**config.mk**
```make
export PLATFORM = sky130hd
export DESIGN_NAME = vga_timing_gen
export DESIGN_NICKNAME = d
export VERILOG_FILES = /design/src/rtl/vga_timing_gen.sv
export SDC_FILE = /design/constraint.sdc
export NUM_CORES = 1
export LEC_CHECK = 0
export CAP_MARGIN = 10
export CORE_AREA = 2 2 61 63
export CTS_CLUSTER_SIZE = 8
export DETAILED_ROUTE_END_ITERATION = 12
export DIE_AREA = 0 0 63 65
export GPL_ROUTABILITY_DRIVEN = 0
export PLACE_DENSITY = 0.71
export SLEW_MARGIN = 20
export SYNTH_ARGS = -nofsm -noshare
export SYNTH_HDL_FRONTEND = slang
export SYNTH_SLANG_ARGS = --single-unit
```
**constraint.sdc**
```tcl
create_clock -name clk -period 6 [get_ports clk]
set_input_delay 1.2 -clock clk [delete_from_list [all_inputs] [get_ports clk]]
set_output_delay 1.2 -clock clk [all_outputs]
set_load 0.01 [all_outputs]
```
**src/rtl/vga_timing_gen.sv**
```systemverilog
`timescale 1ns / 1ps
`default_nettype none
// ============================================================================
// Module   : vga_timing_gen
// Purpose  : Parametrised VGA timing generator with pixel-enable strobe and
//            PIPE_LAT-delayed sync/blank outputs.
// Revision : 1.0 - initial release
// ============================================================================
module vga_timing_gen #(
   parameter int H_ACTIVE = 640,
   parameter int H_FP     = 16,
   parameter int H_SYNC   = 96,
   parameter int H_BP     = 48,
   parameter int V_ACTIVE = 480,
   parameter int V_FP     = 10,
   parameter int V_SYNC   = 2,
   parameter int V_BP     = 33,
   parameter int CLK_DIV  = 2,
   parameter int PIPE_LAT = 0,
   parameter bit H_POL    = 1'b0,
   parameter bit V_POL    = 1'b0,
   parameter int XW       = 10,
   parameter int YW       = 10
) (
   input  logic          clk,
   input  logic          reset,
   output logic          pix_en,
   output logic [XW-1:0] x,
   output logic [YW-1:0] y,
   output logic          active,
   output logic          frame_start,
   output logic          hsync,
   output logic          vsync,
   output logic          blank_b,
   output logic          sync_b
);

   localparam int c_h_total  = H_ACTIVE + H_FP + H_SYNC + H_BP;
   localparam int c_v_total  = V_ACTIVE + V_FP + V_SYNC + V_BP;
   localparam int c_hs_start = H_ACTIVE + H_FP;
   localparam int c_hs_end   = c_hs_start + H_SYNC;
   localparam int c_vs_start = V_ACTIVE + V_FP;
   localparam int c_vs_end   = c_vs_start + V_SYNC;
   localparam int c_dw       = (CLK_DIV > 1) ? $clog2(CLK_DIV) : 1;

   // Decode bit order: {hs_act, vs_act, vis}
   function automatic logic [2:0] f_decode(input logic [XW-1:0] fx, input logic [YW-1:0] fy);
      logic hs, vs, vis;
      hs  = (int'(fx) >= c_hs_start) && (int'(fx) < c_hs_end);
      vs  = (int'(fy) >= c_vs_start) && (int'(fy) < c_vs_end);
      vis = (int'(fx) < H_ACTIVE) && (int'(fy) < V_ACTIVE);
      return {hs, vs, vis};
   endfunction

   logic [c_dw-1:0] r_div;
   logic            r_pix_en;
   logic [XW-1:0]   r_x;
   logic [YW-1:0]   r_y;
   logic            r_active;
   logic            r_frame_start;

   logic            w_div_last;
   logic            w_x_wrap;
   logic            w_y_last;
   logic [XW-1:0]   w_x_nxt;
   logic [YW-1:0]   w_y_nxt;
   logic [2:0]      w_dec_cur;
   logic [2:0]      w_dec_nxt;
   logic [2:0]      w_dec_out;

   assign w_div_last = (int'(r_div) == CLK_DIV - 1);
   assign w_x_wrap   = (int'(r_x) == c_h_total - 1);
   assign w_y_last   = (int'(r_y) == c_v_total - 1);

   always_comb begin
      w_x_nxt = r_x;
      w_y_nxt = r_y;
      if (r_pix_en) begin
         if (w_x_wrap) begin
            w_x_nxt = '0;
            w_y_nxt = w_y_last ? '0 : r_y + 1'b1;
         end else begin
            w_x_nxt = r_x + 1'b1;
         end
      end
   end

   assign w_dec_cur = f_decode(r_x, r_y);
   assign w_dec_nxt = f_decode(w_x_nxt, w_y_nxt);

   always_ff @(posedge clk or posedge reset) begin
      if (reset) begin
         r_div         <= '0;
         r_pix_en      <= 1'b0;
         r_x           <= '0;
         r_y           <= '0;
         r_active      <= 1'b0;
         r_frame_start <= 1'b0;
      end else begin
         r_div         <= w_div_last ? '0 : r_div + 1'b1;
         r_pix_en      <= w_div_last;
         r_x           <= w_x_nxt;
         r_y           <= w_y_nxt;
         r_active      <= w_dec_nxt[0];
         // Pulse only with the strobe that presents the (0,0) pixel
         r_frame_start <= w_div_last && (w_x_nxt == '0) && (w_y_nxt == '0);
      end
   end

   generate
      if (PIPE_LAT == 0) begin : g_no_delay
         logic [2:0] r_dec;
         always_ff @(posedge clk or posedge reset) begin
            if (reset) r_dec <= '0;
            else       r_dec <= w_dec_nxt;
         end
         assign w_dec_out = r_dec;
      end else begin : g_delay
         // Shifted on pix_en only, so the lag is counted in pixels, not clocks
         logic [2:0] r_dly [PIPE_LAT];
         always_ff @(posedge clk or posedge reset) begin
            if (reset) begin
               for (int i = 0; i < PIPE_LAT; i++) r_dly[i] <= '0;
            end else if (r_pix_en) begin
               r_dly[0] <= w_dec_cur;
               for (int i = 1; i < PIPE_LAT; i++) r_dly[i] <= r_dly[i-1];
            end
         end
         assign w_dec_out = r_dly[PIPE_LAT-1];
      end
   endgenerate

   assign pix_en      = r_pix_en;
   assign x           = r_x;
   assign y           = r_y;
   assign active      = r_active;
   assign frame_start = r_frame_start;
   assign hsync       = w_dec_out[2] ? H_POL : ~H_POL;
   assign vsync       = w_dec_out[1] ? V_POL : ~V_POL;
   assign blank_b     = w_dec_out[0];
   assign sync_b      = ~(w_dec_out[2] | w_dec_out[1]);

endmodule
`default_nettype wire

```
Run 1, routed metal, one colour a layer:
Scale: 10 px per um. Only two layers are drawn.
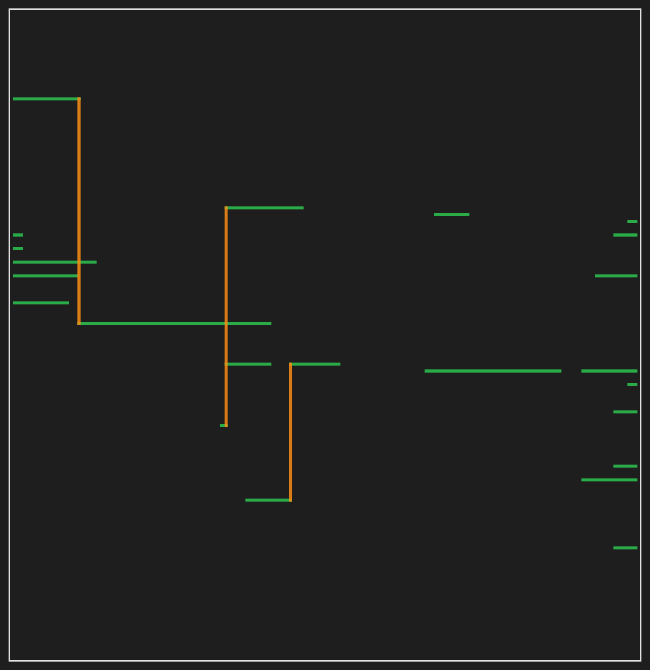
orange -> M4  # wire length 57.8 um
green -> M3  # wire length 109 um
drt total wl: 3.65 mm
Total Routing Usage GR: 19.6%
Avg WL per Cell: 14.9 um
DR vias: 1338

Run 1, a small window of the routed layout:
Region (37, 39) to (57, 59) um. Cells in grey, sequential cells in the stronger grey; small squares are vias.
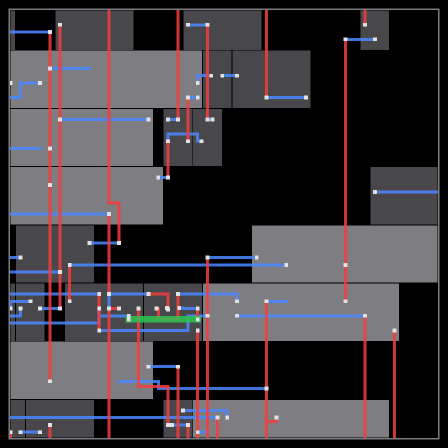
red -> M2
green -> M3
blue -> M1
cells with their middle in the window = 21
sequential cells in the window = 7
most frequent = dfrtp_1 (7), clkdlybuf4s50_1 (5), inv_1 (3)
netlist names of flops here include = g_no_delay.r_dec (3), y (3)

Run 1, the metal 2 layer:
Scale: 6 px per um. Cells faint in the background.
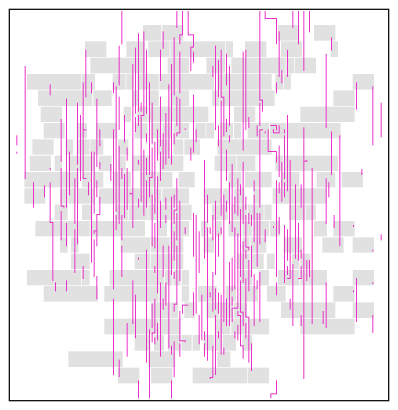
wire length on this layer = 1790 um
share of all routed wire = 49%
GR Util met2: 33.6%

run 1: routing by layer:
metal	global-route usage, %	share of wire (%)
met1	25.4	46
met2	33.6	49
met3	2.43	3.0
met4	7.22	1.6
met5	0	0
run 1: where the power goes:
part	internal [mW]	leakage, nW	switching, mW
registers	0.175	0.344	0
logic	0.000631	0.409	0.00342
clock network	0.0372	0.0210	0.0541
total	0.213	0.774	0.0575
run 1: state kept, by name (all words and copies together) (netlist names):
signal / count
frame_start: 1
r_div: 1
pix_en: 1
g_no_delay.r_dec: 3
x: 10
y: 10
run 1: placed cells by master, fill, tap and decap left out, drive strengths merged, types with 2 or more instances in the layout:
cell type       n
a2111oi         2
a21o            2
a21oi           2
and2            3
and3            2
and4            2
clkbuf          4
clkdlybuf4s50  28
dfrtp          26
ha              3
inv            12
nand2          15
nand2b          2
nand3           7
nand4           5
nor2           12
nor2b           2
nor3           12
nor3b           2
nor4            3
nor4b           2
o211ai          5
o21a            2
o21ai           7
o22ai           3
or2             3
or4             2
xnor2           5
xor2            4
run 1: through the flow:
stage                     hold WS, ps  instance area [um^2]
after floorplan                   354                  1570
after global placement            369                  1880
after detailed placement          376                  1880
after CTS                         406                  1910
after global routing              430                  1910
final                             400                  1910
run 1: cells in the mapped netlist (all sizes together) (3+ instances only):
cell type,count,area [um^2]
o21ai,7,35.0
dfrtp,26,651
or2,3,18.8
o211ai,5,37.5
nand3,7,40.0
nor4,3,25.0
clkbuf,8,30.0
ha,3,37.5
o22ai,3,18.8
nor3,12,65.1
nor2,12,45.0
xor2,4,35.0
and2,3,18.8
inv,12,45.0
nand4,5,31.3
xnor2,5,43.8
nand2,15,56.3
==> results_dict.tcl, run 1 <==
# place-and-route summary
set metrics [dict create \
    clk_path_buf_depth 2 \
    ios 29 \
    ir_worst_vdd_mv 0.102 \
    tightest_slew_ps 548 \
    crit_path_end "y[3]" \
    crit_chain "clkdlybuf4s50_1" \
    initCoreUtil_pct 44.8 \
    die_x_um 63 \
    layout.cells.non_filler 244 \
    cts_buffers 3 \
    syn_nets 177 \
    comb_share_pct 43.6 \
    grt.overflow.total 0 \
    yosysUniqueCellTypes 50 \
    r2r_cells 7 \
    coreArea_mm2 0.00350 \
    relSlewSlack_pct 63.0 \
    yosys_register_bits 26 \
    drt_pass1_iterations 4 \
    critPathMaxFanout 12 \
    fa_ha_area_share_pct 2.40 \
    clk_latency_ps 330 \
    grt_setup_unrepaired "false" \
    yosysSeqAreaShare_pct 41.5 \
    tool_warnings 27 \
    yosysWarningCount 0 \
    setup_viol 0 \
    via_per_inst 5.48 \
    cts_sinks 26 \
    antenna_cells 0 \
    netlist_area_mm2 0.00157 \
    critPathKind "register to output port" \
    compound_area_share_pct 15.0 \
    r2r_slack_ps 3350 \
    ys_sh_xor_pct 5.03 \
    cp_slowest_cell "clkdlybuf4s50_1" \
    drive_gt1_share_pct 7.65 \
    grt_max_degree 27 \
    seqAreaFraction_pct 34.0 \
    ys_sh_mux_pct 1.36 \
    slew_violations 0 \
    largest_class "multi-input combinational cells" \
    r2r-start "x[0]" \
    clockNetworkAreaShare_pct 1.90 \
    numPortBuffers 28 \
    yosys_cells 172 \
    worstSetupEndpointType "output port" \
    cts-resized-gates 0 \
    dpl_worst_slack_ps 3360 \
    power.density_mw_per_mm2 141 \
    layout_min_cycle_time_ps 2710 \
    fin_crit_sh_pct 45.2 \
    max_stage_delay_ps 610 \
    post_cts_buffers 0 \
    fin_nets 202 \
    grt_pass1_vias 1307 \
    holdBufCountCts 0 \
    synth.logic.top_family "simple AND/OR/NAND/NOR gates" \
    status "finished clean" \
    edf_count 0 \
    dpl.cell_count 240 \
    die_area_mm2 0.00410 \
]
Run 1, clock nets:
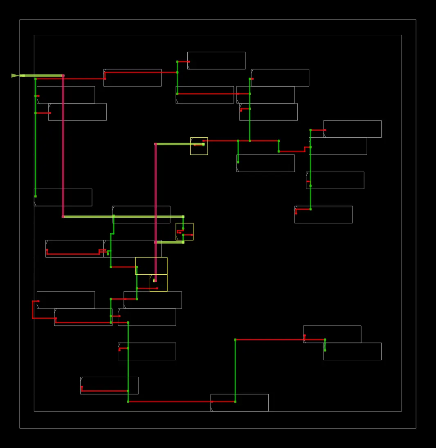

==> run 2: changes to the inputs <==
PLACE_DENSITY = 0.74   (was 0.71)
clock period = 2.2 ns   (was 6 ns; I/O delays follow)
Run 2, clock nets:
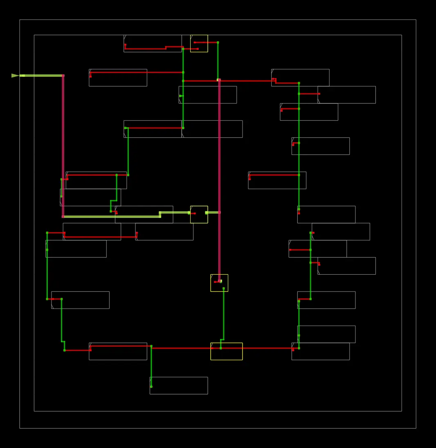
TritonCTS buffer count: 3
clk pwr: 0.258 mW
clock latency on the worst-skew pair: 340 ps
Clock Sinks: 26

Run 2, the metal 2 layer:
Scale: 6 px per um. Cells faint in the background.
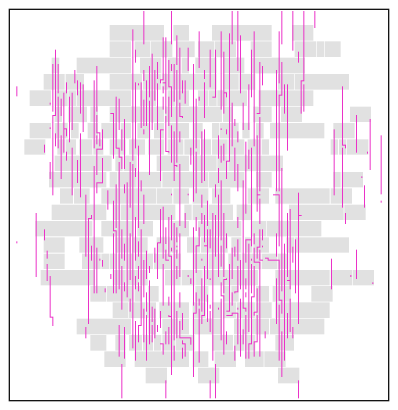
longest straight run = 30.6 um
share of all routed wire = 49%
wire length on this layer = 1950 um
main direction = vertical
nets with wire on the layer = 191
DR vias: 1488
drt total wl: 3.97 mm

==> run 2 against run 1 <==
  * The run now ends with negative setup slack left
  * Setup slack worse by 3300 ps
  * Synthesized area stayed put
  * Sequential share of layout area is 3.9 points lower
  * Global-route usage is 1.3 points higher
  * Total power went up to 2.8 times the previous value
  * First-iteration DRC count is 1.4% higher
  * Critical path type is now register to register
  * Critical endpoint is now frame_start
  * Largest cell class unchanged
  * Largest power group unchanged
==> results_dict.tcl, run 2 <==
# place-and-route summary
set metrics [dict create \
    syn_nets 177 \
    seqCellArea_um2 656 \
    layout_top_cell "clkdlybuf4s50_1" \
    fin_crit_sh_pct 101 \
    final_cell_mix "28 x clkdlybuf4s50_1, 24 x buf_4, 22 x dfrtp_1" \
    power_switching_mw 0.166 \
    ios 29 \
    fin_nets 225 \
    edf_count 0 \
    most_common_cell "dfrtp_1" \
    die_x_um 63 \
    grt_setup_unrepaired "true" \
    comb_power_share_pct 1.6 \
    antenna_cells 0 \
    yosys_register_bits 26 \
    fin_util_pct 62.4 \
    r2r-start "x[1]" \
    critPathKind "register to register" \
    grt_use_total_pct 20.9 \
    wl_per_cell_um 14.9 \
    drv_cap 0 \
    crit_chain "ha_4 -> nand2_4 -> or4_4 -> nor3_4 -> xnor2_1 -> or4_1 -> nor4_2" \
    grt_pass1_vias 1455 \
    setup_viol 1 \
    slew_violations 0 \
    drt_pass1_iterations 4 \
    layout_min_cycle_time_ps 2210 \
    topCellsByArea "dfrtp_1 42%, nand2_1 3.6%, nor3_1 3.5%, inv_1 2.9%, nor2_1 2.9%" \
    ir_worst_vdd_mv 0.180 \
    status "complete, but fails checks" \
    violations "negative setup slack" \
    clkPwrFrac_pct 34.5 \
    fin_ws_ps -14.4 \
    swShare_pct 22.2 \
    pg_comb_mw 0.0122 \
    dpl.cell_count 260 \
    yosysUniqueCellTypes 50 \
    grt_max_degree 27 \
    netlist_area_mm2 0.00157 \
    drive_gt1_share_pct 24.2 \
    max_stage_delay_ps 540 \
    power.group.top "registers" \
    largest_area_cell "dfrtp_1" \
    die_area_mm2 0.00410 \
    layout.cells.non_filler 267 \
    top_cell_area_share_pct 41.5 \
    cp_slowest_cell "or4_4" \
    yosys_cells 172 \
    power.density_mw_per_mm2 343 \
    coreArea_mm2 0.00350 \
    via_per_inst 5.57 \
    pg_seq_mw 0.478 \
    tool_warnings 29 \
    clk_path_buf_depth 2 \
    holdBufCountCts 0 \
    yosysSeqAreaShare_pct 41.5 \
    yosysWarningCount 0 \
    p_int_mw 0.583 \
    tightest_slew_ps 370 \
    common_cells "26 x dfrtp_1, 15 x nand2_1, 12 x inv_1, 12 x nor2_1, 11 x nor3_1" \
]
-- run 2: cell counts after synthesis --
No cell type changed its count.
-- run 2: worst max-delay path, delay by kind of cell, from the launching register on --
kind | cells | cell delay, ps
DFF | 1 | 420
adders and majority gates | 1 | 170
and+or+nand+nor | 5 | 1450
xor gates and xnor gates | 1 | 90
-- run 2: metal layers --
metal	vias to the layer above	routed length [um]	track usage, %
met5	-	0	0
met4	0	64	10.6
met3	7	217	3.30
met2	55	1950	35.1
met1	707	1740	26.1
li1	719	-	-
-- run 2: worst paths after layout --
check	endpoint	slack, ps	depth (start not counted)
setup / recovery	frame_start	-10	7
hold / removal	pix_en	380	0
setup reg to reg	frame_start	-10	7
hold reg to reg	pix_en	380	0
max in group asynchronous	y[0]	1500	3
min in group asynchronous	x[8]	420	3
-- run 2: kinds of logic after synthesis --
family | share of synthesized area, %
and+or+nand+nor | 29.4
AOI/OAI and AO/OA | 15.0
DFF | 41.5
buffers and inverters | 5.27
xor gates and xnor gates | 5.03
adders and majority gates | 2.40
muxes | 1.36
-- run 2: repair_timing --
item | CTS | global route
resized | 3 | 13
setup endpoints to repair | 1 | 4
buffers inserted | 0 | 3
pin swaps | 0 | 6
-- run 2: through the flow --
stage | hold WS, ps | setup TNS (ps) | cell area [um^2]
finish | 384 | -14.4 | 2180
global route | 398 | -257 | 2180
CTS | 392 | -9.49 | 2100
detailed placement | 359 | -4.40 | 2050
global placement | 357 | 0 | 2050
floorplan | 354 | 0 | 1590
-- run 2: layout make-up --
cell class | instances | share of cell area [%]
repair buffers | 52 | 21.1
well taps | 48 | 2.75
inverters | 12 | 2.07
clock buffers | 4 | 1.66
multi-input cells | 125 | 42.3
flip-flops and latches | 26 | 30.1
Power and IR drop assume default switching activity.
